<file path="config.mk">
export PLATFORM = sky130hd
export DESIGN_NAME = tdd_sched_flat
export DESIGN_NICKNAME = d
export VERILOG_FILES = /design/src/rtl/tdd_sched_pkg.sv /design/src/rtl/tdd_sched_if.sv /design/src/rtl/tdd_sched_window.sv /design/src/rtl/tdd_sched.sv /design/src/flat_wrapper.sv
export SDC_FILE = /design/constraint.sdc
export NUM_CORES = 1
export LEC_CHECK = 0
export CAP_MARGIN = 20
export CORE_MARGIN = 2
export CORE_UTILIZATION = 64
export DETAILED_ROUTE_END_ITERATION = 7
export DONT_BUFFER_PORTS = 1
export GPL_TIMING_DRIVEN = 0
export PLACE_DENSITY = 0.79
export SLEW_MARGIN = 20
export SYNTH_ARGS = -nofsm -noshare
export SYNTH_HDL_FRONTEND = slang
export SYNTH_SLANG_ARGS = --single-unit
</file>
<file path="constraint.sdc">
create_clock -name clk -period 9.84 [get_ports clk]
set_input_delay 1.968 -clock clk [delete_from_list [all_inputs] [get_ports clk]]
set_output_delay 1.968 -clock clk [all_outputs]
set_load 0.02 [all_outputs]
</file>
<file path="src/rtl/tdd_sched_pkg.sv">
// rtl/tdd_sched_pkg.sv - shared types, defaults and window decode for the TDD scheduler
package tdd_sched_pkg;

    localparam int CW_DEF = 24;
    localparam int AW_DEF = 16;
    localparam int WIN_W  = 32;

    typedef enum logic [1:0] {
        ST_IDLE = 2'd0,
        ST_RUN  = 2'd1,
        ST_ADJ  = 2'd2
    } state_t;

    // Half-open [start, stop) window; start > stop wraps through zero, start == stop is empty.
    function automatic logic win_hit(
        input logic [WIN_W-1:0] cnt,
        input logic [WIN_W-1:0] start,
        input logic [WIN_W-1:0] stop
    );
        if (start <= stop) begin
            return (cnt >= start) && (cnt < stop);
        end
        return (cnt >= start) || (cnt < stop);
    endfunction

endpackage

</file>
<file path="src/rtl/tdd_sched_if.sv">
// rtl/tdd_sched_if.sv - control and status bundle between register space/DMA and the scheduler
interface tdd_sched_if #(
    parameter int CW = tdd_sched_pkg::CW_DEF,
    parameter int AW = tdd_sched_pkg::AW_DEF
);
    logic          en;
    logic          tdd_mode;
    logic          sample_ce;
    logic [CW-1:0] frame_len;
    logic [CW-1:0] rstart;
    logic [CW-1:0] rend;
    logic [CW-1:0] tstart;
    logic [CW-1:0] tend;
    logic [AW-1:0] frame_adj;
    logic          adj_req;
    logic          ien;
    logic          oen;
    logic          sync;
    logic [CW-1:0] sample_cnt;
    logic [31:0]   frame_cnt;
    logic          adj_pending;

    modport master (
        output en, tdd_mode, sample_ce, frame_len, rstart, rend, tstart, tend,
               frame_adj, adj_req,
        input  ien, oen, sync, sample_cnt, frame_cnt, adj_pending
    );

    modport slave (
        input  en, tdd_mode, sample_ce, frame_len, rstart, rend, tstart, tend,
               frame_adj, adj_req,
        output ien, oen, sync, sample_cnt, frame_cnt, adj_pending
    );
endinterface

</file>
<file path="src/rtl/tdd_sched_window.sv">
// rtl/tdd_sched_window.sv - combinational [start, stop) window decode with wrap
module tdd_window
    import tdd_sched_pkg::*;
#(
    parameter int CW = CW_DEF
) (
    input  logic [CW-1:0] cnt,
    input  logic [CW-1:0] win_start,
    input  logic [CW-1:0] win_stop,
    output logic          hit
);
    assign hit = win_hit(WIN_W'(cnt), WIN_W'(win_start), WIN_W'(win_stop));
endmodule

</file>
<file path="src/rtl/tdd_sched.sv">
// rtl/tdd_sched.sv - TDD frame scheduler: sample counter, one-shot frame adjust, rx/tx windows
module tdd_sched
    import tdd_sched_pkg::*;
#(
    parameter int CW = CW_DEF,
    parameter int AW = AW_DEF
) (
    input  logic       clk,
    input  logic       rst,
    tdd_sched_if.slave bus
);
    state_t              state;
    state_t              state_nx;
    logic [CW-1:0]       sample_cnt_q;
    logic [CW-1:0]       limit;
    logic [31:0]         frame_cnt_q;
    logic [AW-1:0]       adj_val;
    logic [AW-1:0]       adj_act;
    logic                adj_pending_q;
    logic                wrapped;
    logic                ien_q;
    logic                oen_q;
    logic                sync_q;
    logic signed [CW:0]  adj_ext;
    logic signed [CW:0]  adj_sum;
    logic                frame_end;
    logic                keep_running;
    logic                rx_hit;
    logic                tx_hit;

    // adj_val collects requests; adj_act is frozen for the duration of an ADJ frame.
    assign adj_ext = {{(CW + 1 - AW){adj_act[AW-1]}}, adj_act};
    assign adj_sum = $signed({1'b0, bus.frame_len}) + adj_ext;

    always_comb begin
        limit = bus.frame_len;
        if (state == ST_ADJ) begin
            if (adj_sum[CW] || (adj_sum == '0)) begin
                limit = '0;
            end else begin
                limit = adj_sum[CW-1:0];
            end
        end
    end

    assign frame_end    = bus.sample_ce && (sample_cnt_q == limit);
    assign keep_running = (state != ST_IDLE) && (state_nx != ST_IDLE);

    always_comb begin
        state_nx = state;
        case (state)
            ST_IDLE: if (bus.en) state_nx = adj_pending_q ? ST_ADJ : ST_RUN;
            ST_RUN: begin
                if (!bus.en) begin
                    state_nx = ST_IDLE;
                end else if (frame_end && adj_pending_q) begin
                    state_nx = ST_ADJ;
                end
            end
            ST_ADJ: begin
                if (!bus.en) begin
                    state_nx = ST_IDLE;
                end else if (frame_end) begin
                    state_nx = ST_RUN;
                end
            end
            default: state_nx = ST_IDLE;
        endcase
    end

    tdd_window #(.CW(CW)) u_rx_win (
        .cnt       (sample_cnt_q),
        .win_start (bus.rstart),
        .win_stop  (bus.rend),
        .hit       (rx_hit)
    );

    tdd_window #(.CW(CW)) u_tx_win (
        .cnt       (sample_cnt_q),
        .win_start (bus.tstart),
        .win_stop  (bus.tend),
        .hit       (tx_hit)
    );

    always_ff @(posedge clk or posedge rst) begin
        if (rst) begin
            state         <= ST_IDLE;
            sample_cnt_q  <= '0;
            frame_cnt_q   <= '0;
            adj_val       <= '0;
            adj_act       <= '0;
            adj_pending_q <= 1'b0;
            wrapped       <= 1'b0;
            ien_q         <= 1'b0;
            oen_q         <= 1'b0;
            sync_q        <= 1'b0;
        end else begin
            state <= state_nx;

            if ((state == ST_IDLE) || (state_nx == ST_IDLE)) begin
                sample_cnt_q <= '0;
                frame_cnt_q  <= '0;
            end else if (frame_end) begin
                sample_cnt_q <= '0;
                frame_cnt_q  <= frame_cnt_q + 32'd1;
            end else if (bus.sample_ce) begin
                sample_cnt_q <= sample_cnt_q + CW'(1);
            end

            // Marks the first sample of a frame, including the one entered from IDLE.
            wrapped <= ((state == ST_IDLE) && (state_nx != ST_IDLE)) || (keep_running && frame_end);

            if ((state_nx == ST_ADJ) && (state != ST_ADJ)) begin
                adj_act       <= adj_val;
                adj_pending_q <= 1'b0;
            end
            // A request on the entry cycle stays pending for the next RUN->ADJ entry.
            if (bus.adj_req) begin
                adj_val       <= bus.frame_adj;
                adj_pending_q <= 1'b1;
            end

            ien_q  <= keep_running && (!bus.tdd_mode || rx_hit);
            oen_q  <= keep_running && (!bus.tdd_mode || tx_hit);
            sync_q <= keep_running && wrapped;
        end
    end

    assign bus.ien         = ien_q;
    assign bus.oen         = oen_q;
    assign bus.sync        = sync_q;
    assign bus.sample_cnt  = sample_cnt_q;
    assign bus.frame_cnt   = frame_cnt_q;
    assign bus.adj_pending = adj_pending_q;

endmodule

</file>
<file path="src/flat_wrapper.sv">
// flat-port wrapper written by rule: the top's interface ports become plain ports
module tdd_sched_flat import tdd_sched_pkg::*;
#(
    parameter int CW = CW_DEF,
    parameter int AW = AW_DEF
)
  (clk, rst, bus_en, bus_tdd_mode, bus_sample_ce, bus_frame_len, bus_rstart, bus_rend, bus_tstart, bus_tend, bus_frame_adj, bus_adj_req, bus_ien, bus_oen, bus_sync, bus_sample_cnt, bus_frame_cnt, bus_adj_pending);
  tdd_sched_if #(.CW(CW), .AW(AW)) bus_i ();
  input  logic clk;
  input  logic rst;
  input wire logic [$bits(bus_i.en)-1:0] bus_en;
  input wire logic [$bits(bus_i.tdd_mode)-1:0] bus_tdd_mode;
  input wire logic [$bits(bus_i.sample_ce)-1:0] bus_sample_ce;
  input wire logic [$bits(bus_i.frame_len)-1:0] bus_frame_len;
  input wire logic [$bits(bus_i.rstart)-1:0] bus_rstart;
  input wire logic [$bits(bus_i.rend)-1:0] bus_rend;
  input wire logic [$bits(bus_i.tstart)-1:0] bus_tstart;
  input wire logic [$bits(bus_i.tend)-1:0] bus_tend;
  input wire logic [$bits(bus_i.frame_adj)-1:0] bus_frame_adj;
  input wire logic [$bits(bus_i.adj_req)-1:0] bus_adj_req;
  output wire logic [$bits(bus_i.ien)-1:0] bus_ien;
  output wire logic [$bits(bus_i.oen)-1:0] bus_oen;
  output wire logic [$bits(bus_i.sync)-1:0] bus_sync;
  output wire logic [$bits(bus_i.sample_cnt)-1:0] bus_sample_cnt;
  output wire logic [$bits(bus_i.frame_cnt)-1:0] bus_frame_cnt;
  output wire logic [$bits(bus_i.adj_pending)-1:0] bus_adj_pending;
  assign bus_i.en = bus_en;
  assign bus_i.tdd_mode = bus_tdd_mode;
  assign bus_i.sample_ce = bus_sample_ce;
  assign bus_i.frame_len = bus_frame_len;
  assign bus_i.rstart = bus_rstart;
  assign bus_i.rend = bus_rend;
  assign bus_i.tstart = bus_tstart;
  assign bus_i.tend = bus_tend;
  assign bus_i.frame_adj = bus_frame_adj;
  assign bus_i.adj_req = bus_adj_req;
  assign bus_ien = bus_i.ien;
  assign bus_oen = bus_i.oen;
  assign bus_sync = bus_i.sync;
  assign bus_sample_cnt = bus_i.sample_cnt;
  assign bus_frame_cnt = bus_i.frame_cnt;
  assign bus_adj_pending = bus_i.adj_pending;
  tdd_sched #(.CW(CW), .AW(AW)) u_core (.clk(clk), .rst(rst), .bus(bus_i));
endmodule
</file>
==> flow_metrics.env <==
# flow metrics
export IMPL_worstSetupStartpointType="input pin"
export IMPL_timing_final_crit_share_pct=64.2
export IMPL_yosys_area_top_type="dfrtp_1"
export IMPL_path_max_fanout=10
export IMPL_use_met2_pct=57.3
export IMPL_topCombFamilyByArea="AND-OR/OR-AND gates"
export IMPL_critPathArrivalTime_ns=6.56
export IMPL_antenna_found_initial=0
export IMPL_slowest_delay_ns=0.50
export IMPL_drive_above_1_share_pct=7.22
export IMPL_powerClk_uw=364
export IMPL_warnings=26
export IMPL_synth_flops=95
export IMPL_met3_length_microns=2400
export IMPL_topRoutingLayerUsed="met4"
export IMPL_intPower_uw=947
export IMPL_die_w_microns=132
export IMPL_cts_resized=0
export IMPL_diodes=0
export IMPL_r2r_start="u_core.adj_act[0]"
export IMPL_cts_sinks=95
export IMPL_hp_class="flop to flop"
export IMPL_hold_ws_ns=0.454
export IMPL_n_sequential_cell=95
export IMPL_syn2layout_area_growth_pct=5.74
export IMPL_grt_pass1_vias=9376
export IMPL_via_per_inst=6.55
export IMPL_busiest_layer="met2"
export IMPL_static_leakage_power_nw=5.51
export IMPL_clock_area_share_pct=2.70
export IMPL_r2r_setup_slack_ns=4.74
export IMPL_inv_count=112
export IMPL_power_frac_clock_pct=21.2
export IMPL_slew_headroom_pct=48.0
export IMPL_yosysCellCount=1257
export IMPL_largest_cell_class="logic gates"
export IMPL_stdcell_count=1490
export IMPL_num_fill_cells=1362
export IMPL_routedWlPerCell_microns=19.9
export IMPL_pwr_share_seq_pct=26.6
export IMPL_layout_top_cell="ha_1"
export IMPL_ant_nets=0
export IMPL_max_freq_ghz=0.158
export IMPL_compound_area_share_pct=21.5
export IMPL_mux_share_pct=4.38
export IMPL_synth_simple_area_share_pct=20.5
export IMPL_reg2reg_depth=18
export IMPL_cp_startpoint="bus_frame_len[0]"
export IMPL_die_area_sq_um=17400
export IMPL_h_tree_depth=3
export IMPL_rr_endpoint="u_core.bus.frame_cnt[1]"
export IMPL_ys_sh_xor_pct=4.43
export IMPL_ys_async_sr_fraction_pct=100
export IMPL_crit_path_cell_trace="ha_1 > inv_1 > fa_1 > nand2b_1 > a211o_1 > a21o_1 > a2bb2oi_1 > buf_4 > o21ai_2 > o21ai_1 > nor2_1 > nor4_1 > a311oi_2 > nand2_2 > clkbuf_1 > clkbuf_1 > mux2i_1 > nor2_1"
export IMPL_cts_made_buffers=9
export IMPL_maxCapViolations=0
export IMPL_setup_viol=0
export IMPL_p_total_mw=1.72
export IMPL_crit_type="input pin to flop"
export IMPL_final_setup_skew_ns=0.0146
export IMPL_largest_reg_flops=32
export IMPL_grt_pass1_wl_microns=47500
export IMPL_synth_top_flop_cell="dfrtp_1"
export IMPL_multi_input_comb_cells=1003
export IMPL_place_congestion=0.990
export IMPL_rsz0062_at_grt="no"
export IMPL_root_buffer="clkbuf_16"
export IMPL_status="completed"
export IMPL_comb_power_share_pct=52.2
export IMPL_switchingPower_uw=769
export IMPL_avgSynthCellArea_sq_um=8.35
-- critical path: cells and delay by family --
kind            cells  cell delay (ns)
buf+inv             4             1.19
simple gates        5             1.02
fa+ha+maj           2             0.53
mux                 1             0.25
compound gates      6             1.60
-- metrics by stage --
step	util (%)	cell area, sq um
floorplan	-	10500
global placement	67.5	10800
detailed placement	67.7	10800
CTS	69.6	11100
global route	69.6	11100
finish	69.6	11100
-- cells in the mapped netlist (all sizes together) (8+ instances only) --
master,count
ha,168
xnor2,21
mux2,33
and3,30
xor2,32
nor2,66
or4,9
a211oi,9
nand2,74
nor2b,24
a31oi,10
buf,21
o21a,19
nand2b,25
inv,112
nand4,43
a21oi,97
nand3,34
or3,30
nor3,22
o21ai,82
a21o,48
and2,11
clkbuf,26
and4,8
dfrtp,95
Fig. 1: cell classes on the final placement
Fill, decap, tap and diode cells in grey.
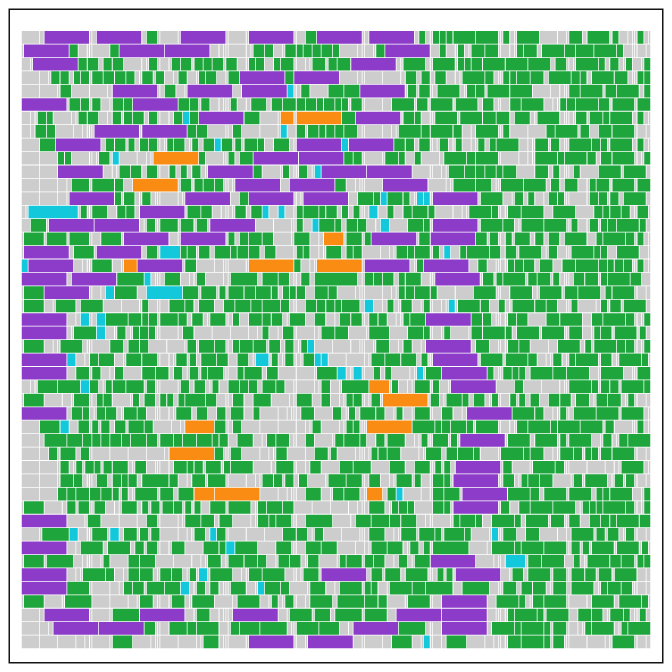
[cyan] remaining buffers and delay cells | cells: 48 | share of their area: 2.4%
[green] remaining logic cells | cells: 1115 | share of their area: 73%
[orange] clock drivers and dummy loads | cells: 16 | share of their area: 2.8%
[purple] sequential cells | cells: 95 | share of their area: 22%

Fig. 2: wiring heat map
The bar under the picture is 50 microns long. The die is cut into 26 by 26 equal tiles; dark blue is low, red is high, scaled to the fullest tile. Values are wire area over tile area, all layers added.
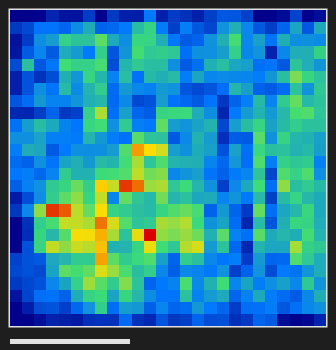
densest ninth of the die: centre
nearly empty tiles: 2.2%
tiles over half the peak: 15%
mean over tiles: 0.28
fullest tile: 0.83

